===== config.mk =====
export PLATFORM = sky130hd
export DESIGN_NAME = sysid_stall_timer
export DESIGN_NICKNAME = d
export VERILOG_FILES = /design/src/rtl/sysid_pkg.sv /design/src/rtl/sysid_stall_timer.sv
export SDC_FILE = /design/constraint.sdc
export NUM_CORES = 1
export LEC_CHECK = 0
export ABC_AREA = 1
export CAP_MARGIN = 20
export CORE_ASPECT_RATIO = 1.75
export CORE_MARGIN = 4
export CORE_UTILIZATION = 28
export DETAILED_ROUTE_END_ITERATION = 10
export REMOVE_ABC_BUFFERS = 1
export SLEW_MARGIN = 10
export SYNTH_ARGS = -nofsm -noshare
export SYNTH_HDL_FRONTEND = slang
export SYNTH_SLANG_ARGS = --single-unit

===== constraint.sdc =====
create_clock -name clock -period 3.03 [get_ports clock]
set_clock_uncertainty 0.1 [all_clocks]
set_input_delay 0.4545 -clock clock [delete_from_list [all_inputs] [get_ports clock]]
set_output_delay 0.4545 -clock clock [all_outputs]
set_load 0.05 [all_outputs]

===== src/rtl/sysid_pkg.sv =====
// rtl/sysid_pkg.sv - shared state encoding and stall counter width for the system ID checker
package sysid_pkg;

    localparam int STALL_W = 16;

    typedef enum logic [1:0] {
        ST_IDLE   = 2'd0,
        ST_RD_ID  = 2'd1,
        ST_RD_TS  = 2'd2,
        ST_FINISH = 2'd3
    } state_t;

endpackage


===== src/rtl/sysid_stall_timer.sv =====
// rtl/sysid_stall_timer.sv - counts waitrequest-stalled cycles of one read and flags the limit
module sysid_stall_timer
    import sysid_pkg::*;
(
    input  logic               clock,
    input  logic               clear,
    input  logic               enable,
    input  logic [STALL_W-1:0] limit,
    output logic               expired
);

    logic [STALL_W-1:0] r_count;
    logic [STALL_W:0]   w_count_inc;

    assign w_count_inc = {1'b0, r_count} + (STALL_W + 1)'(1);

    // Expires in the stalled cycle that would bring the count up to the limit.
    assign expired = enable && (w_count_inc >= {1'b0, limit});

    always_ff @(posedge clock) begin
        if (clear) begin
            r_count <= '0;
        end else if (enable) begin
            r_count <= w_count_inc[STALL_W-1:0];
        end
    end

endmodule


Figure 1. The metal 1 layer.
The bar under the picture is 20 um long.
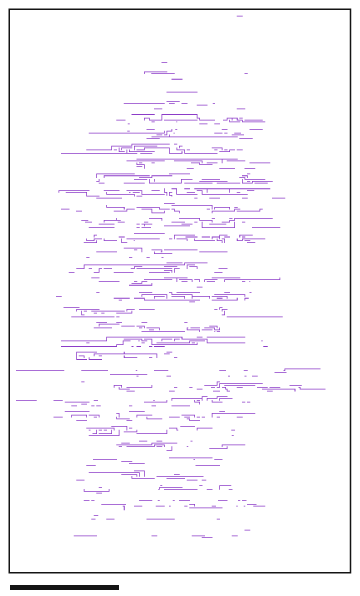
nets with wire on the layer: 278
wire length on this layer: 1370 um
share of all routed wire: 35%
longest straight run: 18.4 um

==> results.cfg <==
; implementation run metrics
[status]
status = finished with violations
violations = setup timing

[clock_network]
cts_sinks = 16
clk_latency_ps = 260
cts_buffers = 3
hold_buffers = 0
clockRootBuffer = clkbuf_8

[yosys]
synth_top_area_share = 0.222
top_cells_by_area = dfxtp_1 22%, ha_1 15%, nand2_1 13%, inv_1 13%, nor2_1 6.8%
top_area_cell = dfxtp_1
yosysUniqueCellTypes = 26
syn_inst = 232
ys_seq_share = 0.222
ys_cells = 232
edf_count = 0

[setup_path]
r2r-start = r_count[0]$_SDFFE_PP0P_
reg2reg_depth = 7
cp_cell_sequence = ha_4 > nand2_4 > nor2_4 > nand2_2 > nor2_2 > xor2_1 > inv_1 > ha_1 > nand2_1 > nor2_2 > nand2_1 > nor2_1 > nand2_1 > inv_1 > nor2_2 > nor2_2 > buf_12
cpPeakStageDelay_ps = 370
critPathKind = reg -> out
crit_family = simple AND/OR/NAND/NOR gates
crit_buf_inv = 3
crit_top_cell = nor2_2

[power]
power_frac_seq = 0.397
p_leak_nw = 1.03

[routing]
viasPerCell = 4.71
drt_iter0_drc = 25
route.detailed.drc = 0

[grt]
grt.overflow.total = 0
grtUsageTotal = 0.124
grt_pass1_vias = 1454
grt_pass1_wl_um = 6280

[floorplan]
die_area_um2 = 6410
die_h_um = 103
core_um2 = 4980
ios = 20
die_w_um = 62.3

[layout]
num_antenna_cells = 0
fin_area_um2 = 1950
syn2layout_area_growth_pct = 35.4

[sta]
setup_viol = 1
fin_ws_ps = -12.2
grt_setup_unrepaired = yes
worst_slew_pin_slew_ps = 362

[place]
dp_slack_ps = 23.1
gp_congestion = 0.917

[min_path]
hold_path.class = reg -> reg

[flow_run]
tool_warnings = 27
Figure 2. Signal wires on met2.
The bar under the picture is 20 um long.
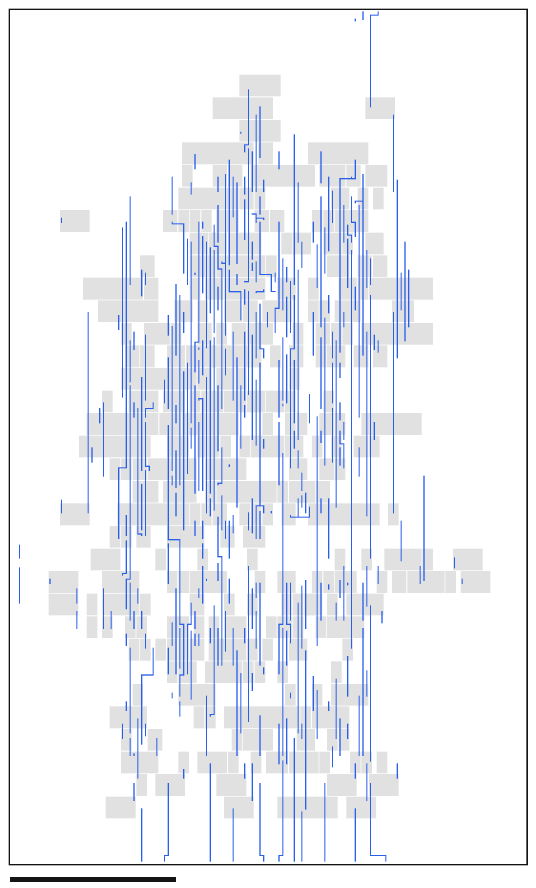
nets with wire on the layer: 234
main direction: vertical

[per-layer routing]
layer | GRT usage | share of wire | vias to the layer above
met4 | 0.108 | 0.081 | 0
met3 | 0.0164 | 0.023 | 19
li1 | - | - | 782
met5 | 0 | 0 | -
met2 | 0.240 | 0.54 | 36
met1 | 0.111 | 0.35 | 655
[worst min path at each step]
stage                              from                        to  slack (ps)  depth (start not counted)
2_1_floorplan   r_count[1]$_SDFFE_PP0P_   r_count[1]$_SDFFE_PP0P_         390                          2
3_3_place_gp    r_count[1]$_SDFFE_PP0P_   r_count[1]$_SDFFE_PP0P_         410                          2
3_5_place_dp    r_count[1]$_SDFFE_PP0P_   r_count[1]$_SDFFE_PP0P_         430                          2
4_1_cts         r_count[1]$_SDFFE_PP0P_   r_count[1]$_SDFFE_PP0P_         460                          2
5_1_grt        r_count[11]$_SDFFE_PP0P_  r_count[11]$_SDFFE_PP0P_         480                          2
6_report        r_count[1]$_SDFFE_PP0P_   r_count[1]$_SDFFE_PP0P_         450                          2
[area by class of cell]
| cell class | count | area [um^2] | area share |
|---|---|---|---|
| inverters | 53 | 199 | 0.102 |
| well taps | 54 | 67.6 | 0.0346 |
| flip-flops and latches | 16 | 347 | 0.177 |
| repair buffers | 30 | 283 | 0.145 |
| clock buffers | 4 | 55.1 | 0.0282 |
| multi-input cells | 160 | 1000 | 0.513 |
[through the flow]
stage                     instances  power, mW
after global placement          305      0.397
after detailed placement        305      0.399
after CTS                       313      0.610
after global routing            317      0.653
final                           317      0.612
after floorplan                 229      0.334
[cells by family after synthesis]
kind of cell | share of synthesized area
AND-OR/OR-AND | 0.147
XOR/XNOR | 0.0425
adder cells (fa/ha/maj) | 0.147
buffers and inverters | 0.146
flip-flops | 0.222
AND/OR/NAND/NOR | 0.296
[timing repair]
action                                  4_1_cts  5_1_grt
endpoints found under the setup margin        1        1
buffers inserted                              4        4
gates resized                                14       25
pin swaps                                     9       18
[cells in the final DEF, fill, tap and decap left out]
cell type / count
a21oi_2: 1
nand4_1: 4
nor2_2: 9
inv_1: 49
o21ai_0: 14
nand2_2: 9
ha_4: 2
nand2_1: 43
clkbuf_8: 4
dfxtp_2: 3
o21ai_1: 1
buf_4: 11
o21bai_2: 1
nor3_2: 1
xor2_2: 1
o21ai_2: 1
xnor2_1: 2
a21oi_1: 14
nor2_4: 2
clkinv_1: 1
dfxtp_1: 7
dfxtp_4: 6
clkdlybuf4s50_1: 18
a21o_1: 2
buf_12: 1
nand3_2: 1
ha_1: 15
nand2_4: 2
o21bai_1: 3
inv_2: 3
nor2_1: 19
nand3b_1: 1
xor2_1: 4
nand3_1: 5
or2_1: 1
nor3_1: 2
[power by group through the flow]
stage	Sequential [mW]	Clock [mW]	Combinational, mW
after detailed placement	0.245	0	0.154
after CTS	0.242	0.205	0.163
final	0.243	0.201	0.167
after global routing	0.245	0.215	0.193
after floorplan	0.241	0	0.0923
after global placement	0.245	0	0.152
[worst min-delay path, delay by kind of cell, from the launching register on]
kind | cells | cell delay, ps
simple gates | 1 | 80
flops | 1 | 370
compound gates | 1 | 70
Power figures rest on the tool's default switching activity, not on a simulated workload.
